$ cat src/rtl/traffic_pkg.sv
// Shared traffic-controller types: road encoding, lamp codes, arbiter
// states and the round-robin road picker.
package traffic_pkg;

    typedef enum logic [1:0] {
        ROAD_M1 = 2'd0,
        ROAD_M2 = 2'd1,
        ROAD_MT = 2'd2,
        ROAD_S  = 2'd3
    } road_e;

    localparam int NUM_ROADS = 4;

    localparam logic [2:0] LAMP_RED    = 3'b100;
    localparam logic [2:0] LAMP_YELLOW = 3'b010;
    localparam logic [2:0] LAMP_GREEN  = 3'b001;

    typedef enum logic [1:0] {
        ST_IDLE  = 2'd0,
        ST_GRANT = 2'd1,
        ST_COOL  = 2'd2
    } arb_state_e;

    // First requesting road at or after ptr, wrapping modulo 4.
    function automatic logic [1:0] rr_select(input logic [3:0] req, input logic [1:0] ptr);
        logic [1:0] idx;
        logic [1:0] pick;
        logic       found;
        pick  = ptr;
        found = 1'b0;
        for (int i = 0; i < NUM_ROADS; i++) begin
            idx = ptr + 2'(i);
            if (!found && req[idx]) begin
                pick  = idx;
                found = 1'b1;
            end
        end
        return pick;
    endfunction

endpackage

$ cat src/rtl/emergency_preempt_arbiter_if.sv
// Sensor inputs and grant/status outputs of the emergency preemption arbiter.
interface emergency_preempt_arbiter_if;
    logic [3:0] req_raw;
    logic       emergency_vehicle;
    logic [1:0] emergency_road;
    logic [3:0] req_filtered;
    logic       grant_timeout;

    modport master (
        output req_raw,
        input  emergency_vehicle, emergency_road, req_filtered, grant_timeout
    );

    modport slave (
        input  req_raw,
        output emergency_vehicle, emergency_road, req_filtered, grant_timeout
    );
endinterface

$ cat src/rtl/emergency_preempt_arbiter_req_debounce.sv
// One sensor lane: 2-FF synchronizer followed by a mismatch-count debouncer.
module req_debounce #(
    parameter int DEBOUNCE_CYC = 4
) (
    input  logic clk,
    input  logic rst,
    input  logic raw,
    output logic filtered
);
    localparam int CNT_W = $clog2(DEBOUNCE_CYC + 1);

    logic             s1_q, s1_d;
    logic             s2_q, s2_d;
    logic             filt_q, filt_d;
    logic [CNT_W-1:0] cnt_q, cnt_d;

    // Filtered level flips only after the synchronized level disagrees for DEBOUNCE_CYC cycles.
    always_comb begin
        s1_d   = raw;
        s2_d   = s1_q;
        filt_d = filt_q;
        cnt_d  = '0;
        if (s2_q != filt_q) begin
            if (cnt_q == CNT_W'(DEBOUNCE_CYC - 1)) begin
                filt_d = s2_q;
                cnt_d  = '0;
            end else begin
                cnt_d = cnt_q + 1'b1;
            end
        end
    end

    // Synchronizer, filtered level and mismatch counter registers.
    always_ff @(posedge clk) begin
        if (rst) begin
            s1_q   <= 1'b0;
            s2_q   <= 1'b0;
            filt_q <= 1'b0;
            cnt_q  <= '0;
        end else begin
            s1_q   <= s1_d;
            s2_q   <= s2_d;
            filt_q <= filt_d;
            cnt_q  <= cnt_d;
        end
    end

    assign filtered = filt_q;
endmodule

$ cat src/rtl/emergency_preempt_arbiter.sv
// Emergency-vehicle preemption: debounced requests, round-robin choice,
// bounded grant length and a fixed cooldown between grants.
module emergency_preempt_arbiter
    import traffic_pkg::*;
#(
    parameter int DEBOUNCE_CYC = 4,
    parameter int HOLD_MIN     = 8,
    parameter int HOLD_MAX     = 32,
    parameter int COOLDOWN     = 4
) (
    input  logic                         clk,
    input  logic                         rst,
    emergency_preempt_arbiter_if.slave   bus
);
    localparam int CNT_MAX = (HOLD_MAX > COOLDOWN) ? HOLD_MAX : COOLDOWN;
    localparam int CNT_W   = $clog2(CNT_MAX + 1);

    logic [3:0]       req_filt;
    arb_state_e       state_q, state_d;
    logic [CNT_W-1:0] cnt_q, cnt_d;
    logic [1:0]       rr_q, rr_d;
    road_e            road_q, road_d;
    logic             ev_q, ev_d;
    logic             timeout_q, timeout_d;
    logic [1:0]       sel;
    logic             hold_min_done;
    logic             hold_max_hit;

    for (genvar g = 0; g < NUM_ROADS; g++) begin : g_deb
        req_debounce #(.DEBOUNCE_CYC(DEBOUNCE_CYC)) u_deb (
            .clk      (clk),
            .rst      (rst),
            .raw      (bus.req_raw[g]),
            .filtered (req_filt[g])
        );
    end

    assign sel           = rr_select(req_filt, rr_q);
    assign hold_min_done = (cnt_q >= CNT_W'(HOLD_MIN - 1));
    assign hold_max_hit  = (cnt_q == CNT_W'(HOLD_MAX - 1));

    // Next state: the shared counter times the grant in GRANT and the cooldown in COOL.
    always_comb begin
        state_d   = state_q;
        cnt_d     = cnt_q;
        rr_d      = rr_q;
        road_d    = road_q;
        ev_d      = ev_q;
        timeout_d = 1'b0;
        unique case (state_q)
            ST_IDLE: begin
                if (req_filt != 4'b0000) begin
                    state_d = ST_GRANT;
                    road_d  = road_e'(sel);
                    rr_d    = sel + 2'd1;
                    cnt_d   = '0;
                    ev_d    = 1'b1;
                end
            end
            ST_GRANT: begin
                if ((hold_min_done && !req_filt[road_q]) || hold_max_hit) begin
                    state_d   = ST_COOL;
                    cnt_d     = '0;
                    ev_d      = 1'b0;
                    timeout_d = hold_max_hit && req_filt[road_q];
                end else begin
                    cnt_d = cnt_q + 1'b1;
                end
            end
            ST_COOL: begin
                if (cnt_q == CNT_W'(COOLDOWN - 1)) begin
                    state_d = ST_IDLE;
                    cnt_d   = '0;
                end else begin
                    cnt_d = cnt_q + 1'b1;
                end
            end
            default: begin
                state_d = ST_IDLE;
                cnt_d   = '0;
                ev_d    = 1'b0;
            end
        endcase
    end

    // Arbiter state and registered outputs.
    always_ff @(posedge clk) begin
        if (rst) begin
            state_q   <= ST_IDLE;
            cnt_q     <= '0;
            rr_q      <= 2'd0;
            road_q    <= ROAD_M1;
            ev_q      <= 1'b0;
            timeout_q <= 1'b0;
        end else begin
            state_q   <= state_d;
            cnt_q     <= cnt_d;
            rr_q      <= rr_d;
            road_q    <= road_d;
            ev_q      <= ev_d;
            timeout_q <= timeout_d;
        end
    end

    assign bus.emergency_vehicle = ev_q;
    assign bus.emergency_road    = road_q;
    assign bus.req_filtered      = req_filt;
    assign bus.grant_timeout     = timeout_q;
endmodule

$ cat src/flat_wrapper.sv
// flat-port wrapper written by rule: the top's interface ports become plain ports
module emergency_preempt_arbiter_flat import traffic_pkg::*;
#(
    parameter int DEBOUNCE_CYC = 4,
    parameter int HOLD_MIN     = 8,
    parameter int HOLD_MAX     = 32,
    parameter int COOLDOWN     = 4
)
  (clk, rst, bus_req_raw, bus_emergency_vehicle, bus_emergency_road, bus_req_filtered, bus_grant_timeout);
  emergency_preempt_arbiter_if bus_i ();
  input  logic clk;
  input  logic rst;
  input wire logic [$bits(bus_i.req_raw)-1:0] bus_req_raw;
  output wire logic [$bits(bus_i.emergency_vehicle)-1:0] bus_emergency_vehicle;
  output wire logic [$bits(bus_i.emergency_road)-1:0] bus_emergency_road;
  output wire logic [$bits(bus_i.req_filtered)-1:0] bus_req_filtered;
  output wire logic [$bits(bus_i.grant_timeout)-1:0] bus_grant_timeout;
  assign bus_i.req_raw = bus_req_raw;
  assign bus_emergency_vehicle = bus_i.emergency_vehicle;
  assign bus_emergency_road = bus_i.emergency_road;
  assign bus_req_filtered = bus_i.req_filtered;
  assign bus_grant_timeout = bus_i.grant_timeout;
  emergency_preempt_arbiter #(.DEBOUNCE_CYC(DEBOUNCE_CYC), .HOLD_MIN(HOLD_MIN), .HOLD_MAX(HOLD_MAX), .COOLDOWN(COOLDOWN)) u_core (.clk(clk), .rst(rst), .bus(bus_i));
endmodule
$ cat config.mk
export PLATFORM = sky130hd
export DESIGN_NAME = emergency_preempt_arbiter_flat
export DESIGN_NICKNAME = d
export VERILOG_FILES = /design/src/rtl/traffic_pkg.sv /design/src/rtl/emergency_preempt_arbiter_if.sv /design/src/rtl/emergency_preempt_arbiter_req_debounce.sv /design/src/rtl/emergency_preempt_arbiter.sv /design/src/flat_wrapper.sv
export SDC_FILE = /design/constraint.sdc
export NUM_CORES = 1
export LEC_CHECK = 0
export ABC_CLOCK_PERIOD_IN_PS = 3300
export CAP_MARGIN = 30
export CORE_AREA = 4 4 56 63
export CTS_CLUSTER_SIZE = 30
export DETAILED_ROUTE_END_ITERATION = 10
export DIE_AREA = 0 0 60 67
export PLACE_DENSITY = 0.76
export SYNTH_ARGS = -nofsm -noshare
export SYNTH_HDL_FRONTEND = slang
export SYNTH_SLANG_ARGS = --single-unit
export TNS_END_PERCENT = 1
$ cat constraint.sdc
create_clock -name clk -period 3.3 [get_ports clk]
set_input_delay 0.33 -clock clk [delete_from_list [all_inputs] [get_ports clk]]
set_output_delay 0.33 -clock clk [all_outputs]
set_load 0.02 [all_outputs]
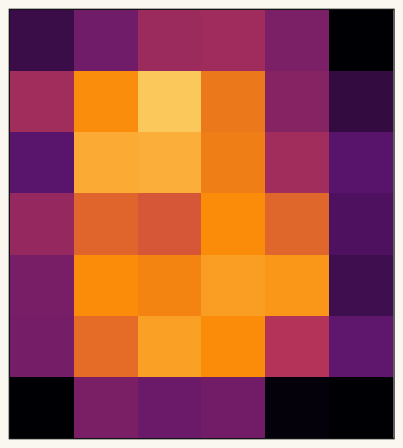
Figure 1: placement density heat map.
6 x 7 tiles, from black (low) to pale yellow (high), 0 to 100% covered.
nearly empty tiles: 9.5%
tiles over 75% full: 17%
fullest tile: 88%
densest ninth of the die: middle

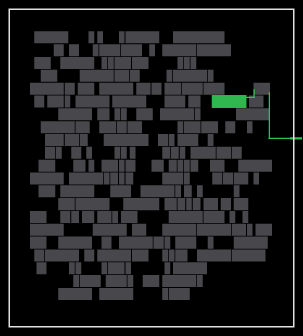
Figure 2: nets reached from selected ports.
[`bus_grant_timeout`] green | direction: output | end cells: 1 | buffers: 1 | wire: 17.6 um
number of placed I/O pins: 14
buffers added on ports: 13

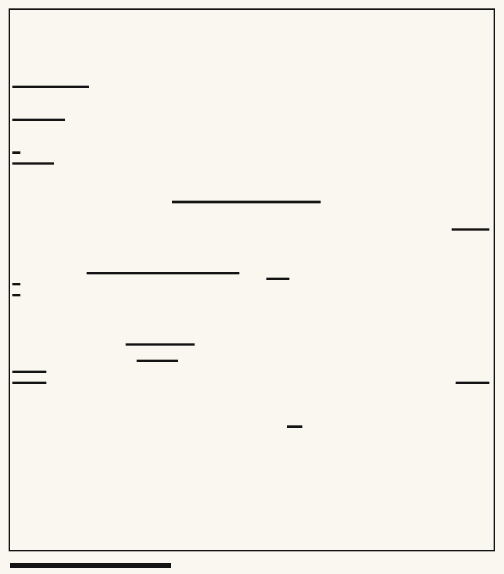
Figure 3: met3 routing.
Bar = 20 um.
main direction: horizontal
share of all routed wire: 3.3%
nets with wire on the layer: 12
longest straight run: 18.6 um
wire length on this layer: 92.2 um

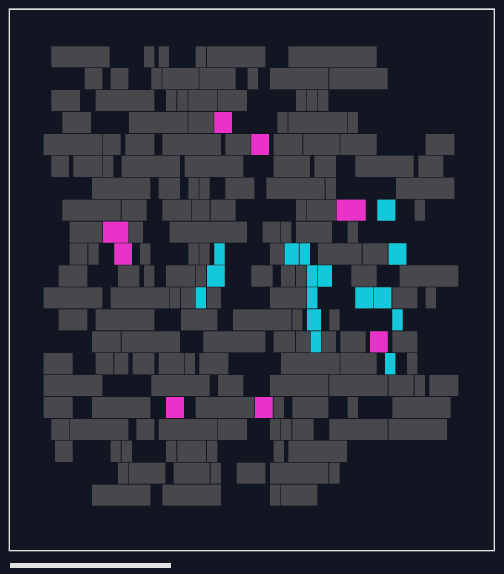
Figure 4: gate-type map.
Bar = 20 um.
[and/or cells] magenta | cells: 8
[nand cells] cyan | cells: 16
final non-filler cell total: 222
logic gate fraction of the total cell area: 43.6%
top logic cell by instance count in the layout: sky130_fd_sc_hd__dfxtp_1

==> git commit body <==
Update PnR metrics after Yosys + OpenROAD run

* Combinational Power Share: 2.6%
- In this run, synthesis inferred 0 flip-flops with an integrated enable.
- The final layout contains routed wiring with a total length of 2.78 mm.
* Setup slack of the most critical reg-to-reg path: 1130 ps
- After floorplanning, the die was sized to cover 4020 um2.
- The critical path crosses 6 cells after its start point.
- Per the final report, max-transition violations number 0.
- In this run the tools logged warnings totalling 28.
* Worst hold slack after final layout: 424 ps
- Total placed cells including tap cells: 214
- Chip area in the Yosys report: 1700 um2
- Global route total overflow: 0
- After layout, the minimum clock period comes to about 2200 ps.
- Average wire per cell in the routed design: 12.5 um
- Detailed-route iteration 0 reported a violation count of 50.
* Total core area: 2940 um2
* Sinks on Clock Net: 38
- Launching instance or port of the critical path: u_core.state_q[0]
* Number of maximum-capacitance violations: 0
- Total cells reported by yosys after synthesis: approximately 180
- Synth top cells by count: 38 x sky130_fd_sc_hd__dfxtp_1, 32 x sky130_fd_sc_hd__nor2_1, 13 x sky130_fd_sc_hd__inv_1, 12 x sky130_fd_sc_hd__ha_1, 10 x sky130_fd_sc_hd__nor2b_1
- Number of signal-net buffers in the layout: 13
- Power density normalized to cell area: approximately 420 nW/um2
- Number of flip-flops under the largest register name: 12
* Routing layer with the top usage in global route: met2
* Footprint of the flip-flops and latches: 761 um2
- The number of cells on the worst reg-to-reg path is 6.
- Inserted tap cell count: 34
* Top cell area share: 44.7%
- Highest clock rate: 0.461 GHz
- Met2 WL: approximately 1.4 mm
* Reg clk slew, reported paths: 110 ps
* DR vias: roughly 1200
* Fillers: 254
- Summing all multi-input logic gate instances after layout gives 817 um2.
- Routed wire length on met3: 92 um
* Signed area change from the synthesized netlist to the final layout: 10.1%
* Flop+latch power: 467 uW
- Entering global routing, the biggest net connects 27 pins.
- Later-pin clock latency in the skew report: 340 ps
* Quantity of hold-fixing buffers added after cts: 0
- Worst reg2reg endpoint: u_core.rr_q[1]
* Die width: 60 um
- Arr. time, crit path: 2410 ps
* Setup repair after global routing missed its margin: false
- Switching pwr: 156 uW
* Outcome: finished clean
- Setup_tns: 0 ps
* Area fraction in xor and xnor cells: 4.63%
- Dividing the detail-routed via count by the number of cells gives 5.33.
* Post-CTS setup buffer count: 0
- Of the total standard cell area in the layout, the sequential portion is 40.6%.
- Met2 demand-to-capacity share in global routing: between 30% and 40%
* Largest fanout of any net on the critical path: 8
- Post-route clock skew: 9.58 ps
- Per the detail_route log, the uppermost layer with routed signals is met4.
- Net switching fraction of the power: 19.7%
- The analysis reports a worst IR drop on VDD of 0.343 mV.
* Bufs and invs on worst path: 1
- STA classifies the critical path startpoint as a flop.
* Final setup margin: ~1100 ps
- Timing analysis after detailed placement gives a worst setup slack of about 1200 ps.
* Most instantiated flip-flop cell in the synthesis netlist: sky130_fd_sc_hd__dfxtp_1
- Seq pwr share: approximately 59%
* Hold wc startpoint: u_core.g_deb[1].u_deb.cnt_q[0]
- Count of final hold-check violations: 0
* Met3 track utilization from global routing: 4.07%
* Cell group occupying the most layout area: combinational gates
- Synthesis produced a netlist with a net count of a little under 200.
* Number of nets in the layout: 205
- Count of cells along the worst hold path: 1
* Length of routed wiring on met1: 1.19 mm
- Checking hold timing, the worst path is listed with class flop to flop.
* Hold-critical path endpoint: u_core.g_deb[1].u_deb.cnt_q[0]
- Synth top area cells: sky130_fd_sc_hd__dfxtp_1 45%, sky130_fd_sc_hd__ha_1 8.8%, sky130_fd_sc_hd__nor2_1 7.1%
* CP Capture Point: u_core.rr_q[1]
* Antenna violations before repair: 0
- At the floorplan stage, the core utilization is reported as a little under 60%.
- The global routing report lists combined usage of all routing layers as 16.9%.
* Number of logic gates: around 120
* Yosys warnings: 0
- Met1 layer usage reported by global route: 17.0%
- Adder and majority cell fraction of the synthesized area: 8.82%
- The die is ~67 um tall.
- Among the non-sequential cells, simple AND/OR/NAND/NOR gates take the most area.
* Number of clock buffer instances in the layout: 7
- There are 38 flip-flops and latches.
- The register with the most flip-flops in the final layout is u_core.g_deb.u_deb.cnt_q.
- Number of buffers created by CTS: 5
Power and IR drop assume default switching activity.
